Figure 1. The metal 1 layer.
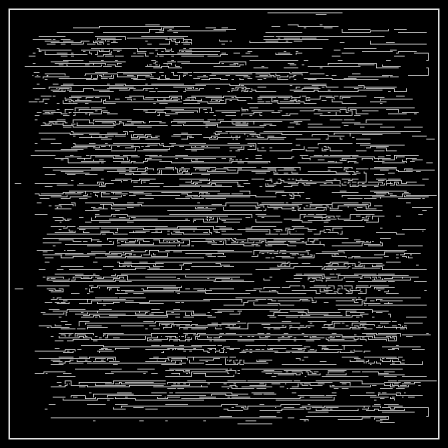
Figure 2. Metal 2.
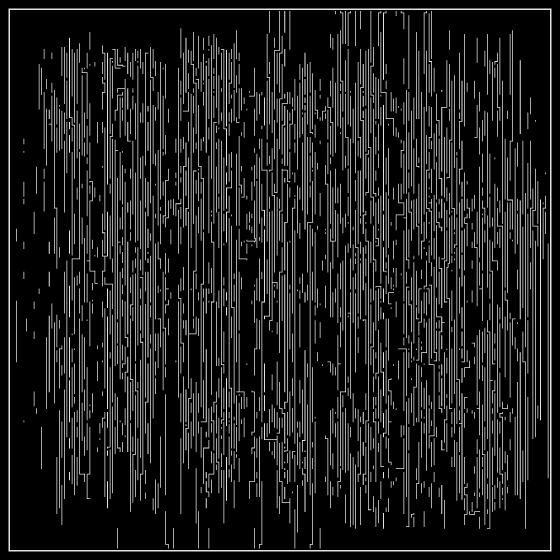
--- config.mk ---
export PLATFORM = sky130hd
export DESIGN_NAME = alu_seq
export DESIGN_NICKNAME = d
export VERILOG_FILES = /design/src/rtl/alu_pkg.sv /design/src/rtl/alu_seq_flags.sv /design/src/rtl/alu_seq.sv
export SDC_FILE = /design/constraint.sdc
export NUM_CORES = 1
export LEC_CHECK = 0
export CORE_MARGIN = 2
export CORE_UTILIZATION = 63
export DETAILED_ROUTE_END_ITERATION = 6
export PLACE_DENSITY = 0.95
export SLEW_MARGIN = 20
export SYNTH_ARGS = -nofsm -noshare
export SYNTH_HDL_FRONTEND = slang
export SYNTH_HIERARCHICAL = 1
export SYNTH_SLANG_ARGS = --single-unit
--- constraint.sdc ---
create_clock -name clk -period 5.9 [get_ports clk]
set_clock_uncertainty 0.15 [all_clocks]
set_input_delay 1.475 -clock clk [delete_from_list [all_inputs] [get_ports clk]]
set_output_delay 1.475 -clock clk [all_outputs]
set_load 0.005 [all_outputs]
--- src/rtl/alu_pkg.sv ---
// Shared types and constants for the sequential ALU.
// Macro ALU_SEQ_MUL_EN adds the MUL state to the state enum.
package alu_pkg;

  typedef enum logic [3:0] {
    OP_ADD = 4'd0,
    OP_SUB = 4'd1,
    OP_AND = 4'd2,
    OP_OR  = 4'd3,
    OP_XOR = 4'd4,
    OP_MOV = 4'd5,
    OP_SLL = 4'd6,
    OP_ROL = 4'd7,
    OP_SRL = 4'd8,
    OP_SRA = 4'd9,
    OP_MUL = 4'd10
  } op_e;

  typedef enum logic [1:0] {
    ST_IDLE  = 2'd0,
    ST_SHIFT = 2'd1,
    ST_DONE  = 2'd2
`ifdef ALU_SEQ_MUL_EN
    , ST_MUL = 2'd3
`endif
  } state_e;

  localparam int FLAG_S = 0;
  localparam int FLAG_V = 1;
  localparam int FLAG_Z = 2;
  localparam int FLAG_C = 3;

  function automatic logic is_shift(input logic [3:0] op);
    return (op == OP_SLL) || (op == OP_ROL) || (op == OP_SRL) || (op == OP_SRA);
  endfunction

endpackage

--- src/rtl/alu_seq_flags.sv ---
// Flag former shared by every ALU path: S/Z from the result, C/V passed in.
// An illegal opcode forces all flags to zero, including Z.
module alu_seq_flags
  import alu_pkg::*;
#(
  parameter int WIDTH = 16
) (
  input  logic [WIDTH-1:0] res_i,
  input  logic             c_i,
  input  logic             v_i,
  input  logic             illegal_i,
  output logic [3:0]       flags_o
);

  always_comb begin
    flags_o = '0;
    if (!illegal_i) begin
      flags_o[FLAG_C] = c_i;
      flags_o[FLAG_V] = v_i;
      flags_o[FLAG_Z] = (res_i == '0);
      flags_o[FLAG_S] = res_i[WIDTH-1];
    end
  end

endmodule

--- src/rtl/alu_seq.sv ---
// Multi-cycle ALU with valid/ready handshakes: single-cycle logic ops, bit-serial shifts,
// and an optional shift-add multiplier enabled by macro ALU_SEQ_MUL_EN.
module alu_seq
  import alu_pkg::*;
#(
  parameter int WIDTH = 16,
  parameter int SHW   = $clog2(WIDTH)
) (
  input  logic             clk,
  input  logic             rst_n,
  input  logic             in_valid,
  output logic             in_ready,
  input  logic [3:0]       op,
  input  logic [WIDTH-1:0] a,
  input  logic [WIDTH-1:0] b,
  output logic             out_valid,
  input  logic             out_ready,
  output logic [WIDTH-1:0] result,
  output logic [3:0]       flags,
  output logic             err
);

  localparam int MSB = WIDTH - 1;

  state_e           state_q, state_d;
  logic [3:0]       op_q, op_d;
  logic [WIDTH-1:0] work_q, work_d;
  logic [SHW-1:0]   count_q, count_d;
  logic [WIDTH-1:0] result_q, result_d;
  logic [3:0]       flags_q, flags_d;
  logic             err_q, err_d;

  logic [WIDTH:0]   sum_w, diff_w;
  logic [WIDTH-1:0] shl_res;
  logic             shl_c;
  logic [WIDTH-1:0] fl_res;
  logic             fl_c, fl_v, fl_ill;
  logic [3:0]       fl_out;

`ifdef ALU_SEQ_MUL_EN
  logic [2*WIDTH-1:0] acc_q, acc_d, mc_q, mc_d, acc_nxt;
  logic [WIDTH-1:0]   mp_q, mp_d;
  assign acc_nxt = mp_q[0] ? (acc_q + mc_q) : acc_q;
`endif

  assign sum_w  = {1'b0, a} + {1'b0, b};
  assign diff_w = {1'b0, a} - {1'b0, b};

  // One-bit shift step of the working register; C is the bit that falls out.
  always_comb begin
    shl_res = work_q;
    shl_c   = 1'b0;
    case (op_q)
      OP_SLL: begin shl_res = {work_q[MSB-1:0], 1'b0};       shl_c = work_q[MSB]; end
      OP_ROL: begin shl_res = {work_q[MSB-1:0], work_q[MSB]}; shl_c = 1'b0;       end
      OP_SRL: begin shl_res = {1'b0, work_q[MSB:1]};          shl_c = work_q[0];   end
      OP_SRA: begin shl_res = {work_q[MSB], work_q[MSB:1]};   shl_c = work_q[0];   end
      default: begin shl_res = work_q; shl_c = 1'b0; end
    endcase
  end

  // Select what the shared flag former sees in the current state.
  always_comb begin
    fl_res = '0;
    fl_c   = 1'b0;
    fl_v   = 1'b0;
    fl_ill = 1'b0;
    case (state_q)
      ST_IDLE: begin
        case (op)
          OP_ADD: begin
            fl_res = sum_w[MSB:0];
            fl_c   = sum_w[WIDTH];
            fl_v   = (a[MSB] == b[MSB]) && (sum_w[MSB] != a[MSB]);
          end
          OP_SUB: begin
            fl_res = diff_w[MSB:0];
            fl_c   = diff_w[WIDTH];
            fl_v   = (a[MSB] != b[MSB]) && (diff_w[MSB] != a[MSB]);
          end
          OP_AND: fl_res = a & b;
          OP_OR:  fl_res = a | b;
          OP_XOR: fl_res = a ^ b;
          OP_MOV: fl_res = b;
          OP_SLL, OP_ROL, OP_SRL, OP_SRA: fl_res = a;
`ifdef ALU_SEQ_MUL_EN
          OP_MUL: fl_res = '0;
`endif
          default: fl_ill = 1'b1;
        endcase
      end
      ST_SHIFT: begin
        fl_res = shl_res;
        fl_c   = shl_c;
      end
`ifdef ALU_SEQ_MUL_EN
      ST_MUL: begin
        fl_res = acc_nxt[MSB:0];
        fl_c   = (acc_nxt[2*WIDTH-1:WIDTH] != '0);
      end
`endif
      default: fl_ill = 1'b0;
    endcase
  end

  alu_seq_flags #(.WIDTH(WIDTH)) u_flags (
    .res_i     (fl_res),
    .c_i       (fl_c),
    .v_i       (fl_v),
    .illegal_i (fl_ill),
    .flags_o   (fl_out)
  );

  always_comb begin
    state_d  = state_q;
    op_d     = op_q;
    work_d   = work_q;
    count_d  = count_q;
    result_d = result_q;
    flags_d  = flags_q;
    err_d    = err_q;
`ifdef ALU_SEQ_MUL_EN
    acc_d    = acc_q;
    mc_d     = mc_q;
    mp_d     = mp_q;
`endif
    case (state_q)
      ST_IDLE: begin
        if (in_valid) begin
          op_d    = op;
          work_d  = a;
          count_d = b[SHW-1:0];
          err_d   = fl_ill;
          if (is_shift(op) && (b[SHW-1:0] != '0)) begin
            state_d = ST_SHIFT;
`ifdef ALU_SEQ_MUL_EN
          end else if (op == OP_MUL) begin
            acc_d   = '0;
            mc_d    = {{WIDTH{1'b0}}, a};
            mp_d    = b;
            count_d = '1;
            state_d = ST_MUL;
`endif
          end else begin
            result_d = fl_res;
            flags_d  = fl_out;
            state_d  = ST_DONE;
          end
        end
      end
      ST_SHIFT: begin
        work_d  = shl_res;
        count_d = count_q - 1'b1;
        if (count_q == SHW'(1)) begin
          result_d = fl_res;
          flags_d  = fl_out;
          state_d  = ST_DONE;
        end
      end
`ifdef ALU_SEQ_MUL_EN
      // count runs from all-ones down to zero: WIDTH multiplier bits.
      ST_MUL: begin
        acc_d   = acc_nxt;
        mc_d    = mc_q << 1;
        mp_d    = mp_q >> 1;
        count_d = count_q - 1'b1;
        if (count_q == '0) begin
          result_d = fl_res;
          flags_d  = fl_out;
          state_d  = ST_DONE;
        end
      end
`endif
      ST_DONE: begin
        if (out_ready) state_d = ST_IDLE;
      end
      default: state_d = ST_IDLE;
    endcase
  end

  always_ff @(posedge clk or negedge rst_n) begin
    if (!rst_n) begin
      state_q  <= ST_IDLE;
      op_q     <= '0;
      work_q   <= '0;
      count_q  <= '0;
      result_q <= '0;
      flags_q  <= '0;
      err_q    <= 1'b0;
`ifdef ALU_SEQ_MUL_EN
      acc_q    <= '0;
      mc_q     <= '0;
      mp_q     <= '0;
`endif
    end else begin
      state_q  <= state_d;
      op_q     <= op_d;
      work_q   <= work_d;
      count_q  <= count_d;
      result_q <= result_d;
      flags_q  <= flags_d;
      err_q    <= err_d;
`ifdef ALU_SEQ_MUL_EN
      acc_q    <= acc_d;
      mc_q     <= mc_d;
      mp_q     <= mp_d;
`endif
    end
  end

  assign in_ready  = (state_q == ST_IDLE);
  assign out_valid = (state_q == ST_DONE);
  assign result    = result_q;
  assign flags     = flags_q;
  assign err       = err_q;

endmodule

==> results.cfg <==
; generated from flow reports
[status]
violations_in_the_final_reports = design-rule violations
run_status = finished, violations left

[worst_hold_path]
min-delay-start = result[3]$_DFFE_PN0P_
path_category_of_the_worst_min_delay_check = register to register
hold-path-cell-count = 1

[power]
post-layout-total-power_mw = 2.129
powerDensity_mw_per_mm2 = 334.1
clock_net_power_mw = 0.291
power_frac_clock_pct = 13.6
powerComb_mw = 1.21
power-top-group = combinational logic
ir_drop_mv = 0.1805
power_frac_comb_pct = 56.8
swShare_pct = 46.17
pwr-share-seq_pct = 29.6

[floorplan]
coreArea_mm2 = 0.008636
design.die.area_mm2 = 0.009623
core_util_floorplan_pct = 64.59
floorplan.die.width_um = 98.10

[synth]
yosysSeqAreaShare_pct = 21.09
main_flop_type_after_synthesis = dfrtp_1
ys_ff = 47

[sta]
timing.setup.tns_ps = 0
hold_ws_ps = 367.4
final.min_clock_period_ps = 5365
final_max_slew_viol_count = 0
min_period_over_period_pct = 90.94
timing.final.ws_setup_ps = 534.7
worst_margin_slew_ps = 1061
final-setup-viol-count = 0
timing.final.hold_violations = 0

[global_routing]
gr-total-overflow = 0
grt_most_used_layer = met2
maximum_number_of_pins_on_one_net_before_global_route_repair = 48
globalRouteMet3Util_pct = 7.874

[critical_path]
cp_cell_sequence = clkdlybuf4s50_1, ha_1, inv_1, fa_1, nor2b_1, o21ai_0, o21ai_0, xor2_1, a221oi_1, o22ai_1, nor4_1, nand4_1, nor4_2, mux2_2
cp-start-kind = input pin
timing.critical_path.fanout_max = 5
cpMostUsedCell = o21ai_0
rr_endpoint = flags[2]$_DFFE_PN0P_
path_buffers = 2
reg2reg_from = op_q[1]$_DFFE_PN0P_
worstSetupStartpoint = a[0]
cpMaxStageDelayCell = clkdlybuf4s50_1
reg2reg_slack_ps = 2130

[clock_tree]
cts_made_buffers = 5
clock_latency_ps = 320
clock-root-buffer = clkbuf_8
cts-resized-gates = 0
post_cts_hold_buffer_count = 0
h_tree_lvl_count = 2

[place]
dp_hpwl_um = 14610
place_worst_setup_slack_ps = 455.5
numPlacedInstances = 876
detailed_place.area_mm2 = 0.006235

[route]
antenna_left = 0
routed-wl-met2_um = 8952
drc_errors = 11
wire_per_inst_um = 22.21
drt-pass1-iter-count = 7

[layout]
final_instance_area_mm2 = 0.006374
area_growth_pct = 14.27
post_route_cells_drive_above_1_share_pct = 7.474
num-fill-cells = 622
finish.cell_count_without_fillers = 884

[job]
total_number_of_warnings_across_the_stage_logs = 62
drv_cap = 0
Back to the opening pictures, Figure 1:
share of all routed wire: 38%
main direction: horizontal
wire length on this layer: 7,450 um
longest straight run: 52.9 um
nets with wire on the layer: 767
global routing met1 resource utilization: 52.92%
vias post-DR: 6,269
Routed Wire Length: 19,630 um

Back to the opening pictures, Figure 2:
share of all routed wire: 46%
wire length on this layer: 8,950 um
main direction: vertical
longest straight run: 49.0 um

layout by cell type, fill, tap and decap left out, drive strengths merged, types with 3 or more instances in the layout:
| master | n |
|---|---|
| mux2i | 20 |
| dfrtp | 47 |
| inv | 55 |
| nand2b | 8 |
| nor3 | 15 |
| nand2 | 84 |
| mux2 | 21 |
| xnor2 | 10 |
| nand3 | 18 |
| o221ai | 6 |
| and2 | 7 |
| a32oi | 3 |
| a211oi | 13 |
| a2111oi | 4 |
| ha | 53 |
| nor3b | 7 |
| clkdlybuf4s50 | 61 |
| nor2 | 61 |
| o21ai | 64 |
| a311o | 5 |
| a21o | 9 |
| or3 | 7 |
| clkbuf | 5 |
| a221oi | 7 |
| o21bai | 6 |
| nor2b | 18 |
| o22ai | 8 |
| o211ai | 10 |
| a31oi | 12 |
| nor4 | 9 |
| buf | 12 |
| a21oi | 58 |
| a22oi | 13 |
cell families after synthesis:
family / after synthesis / synth area share [%]
compound gates: 242 / 28.69
xor+xnor: 12 / 1.884
fa+ha+maj: 55 / 12.61
flops: 47 / 21.09
mux: 41 / 7.896
simple gates: 243 / 20.97
buf+inv: 98 / 6.864
worst min path at each step:
| stage | end | slack (ps) |
|---|---|---|
| after global routing | result[3]$_DFFE_PN0P_ | 390 |
| after detailed placement | flags[1]$_DFFE_PN0P_ | 340 |
| after global placement | err$_DFFE_PN0P_ | 310 |
| after floorplan | err$_DFFE_PN0P_ | 320 |
| after CTS | result[3]$_DFFE_PN0P_ | 370 |
| final | result[3]$_DFFE_PN0P_ | 370 |
worst reg2reg max path: cells and delay by family, from the launching register on:
| kind | cells | cell delay, ps |
|---|---|---|
| DFF | 1 | 470 |
| AOI/OAI and AO/OA | 4 | 820 |
| and+or+nand+nor | 5 | 1810 |
| muxes | 2 | 470 |
synth_stat cells (3+ instances only):
library cell	instances	area (um^2)
a22oi_1	13	97.59
and2_1	6	37.54
a21oi_1	58	290.3
nor3b_2	3	37.54
mux2i_1	20	200.2
nor4_1	7	43.79
nand2_1	84	315.3
clkbuf_1	25	93.84
dfrtp_1	47	1176
ha_1	53	663.1
nor2_1	61	229.0
mux2_2	20	225.2
inv_1	55	206.5
o221ai_1	6	52.55
a31oi_1	12	75.07
xnor2_1	10	87.58
a2111oi_0	3	26.28
a21o_1	9	67.56
nor3_1	13	65.06
a221oi_1	6	52.55
nor3b_1	4	30.03
o21ai_1	5	25.02
o21bai_1	6	45.04
a211oi_1	11	82.58
or3_1	7	43.79
o21ai_0	58	290.3
nor2b_1	18	112.6
o211ai_1	9	67.56
a32oi_1	3	26.28
buf_1	6	22.52
o22ai_1	8	50.05
nand3_1	18	90.09
nand2b_1	8	50.05
a311o_1	5	50.05
buf_2	12	60.06
layout make-up:
type / instances / area [um^2] / area share (%)
Clock inverter: 3 / 67.56 / 1.060
Multi-Input combinational cell: 593 / 4019 / 63.05
Timing Repair Buffer: 73 / 700.7 / 10.99
Inverter: 55 / 206.4 / 3.239
Sequential cell: 47 / 1176 / 18.45
Clock buffer: 5 / 68.82 / 1.080
Tap cell: 108 / 135.1 / 2.120
flip-flops by register name (all words and copies together) (netlist names):
signal	flops
state_q	2
op_q	4
work_q	16
count_q	4
flags	4
err	1
result	16
No activity file was given, so power comes from the tool's default toggle rates.
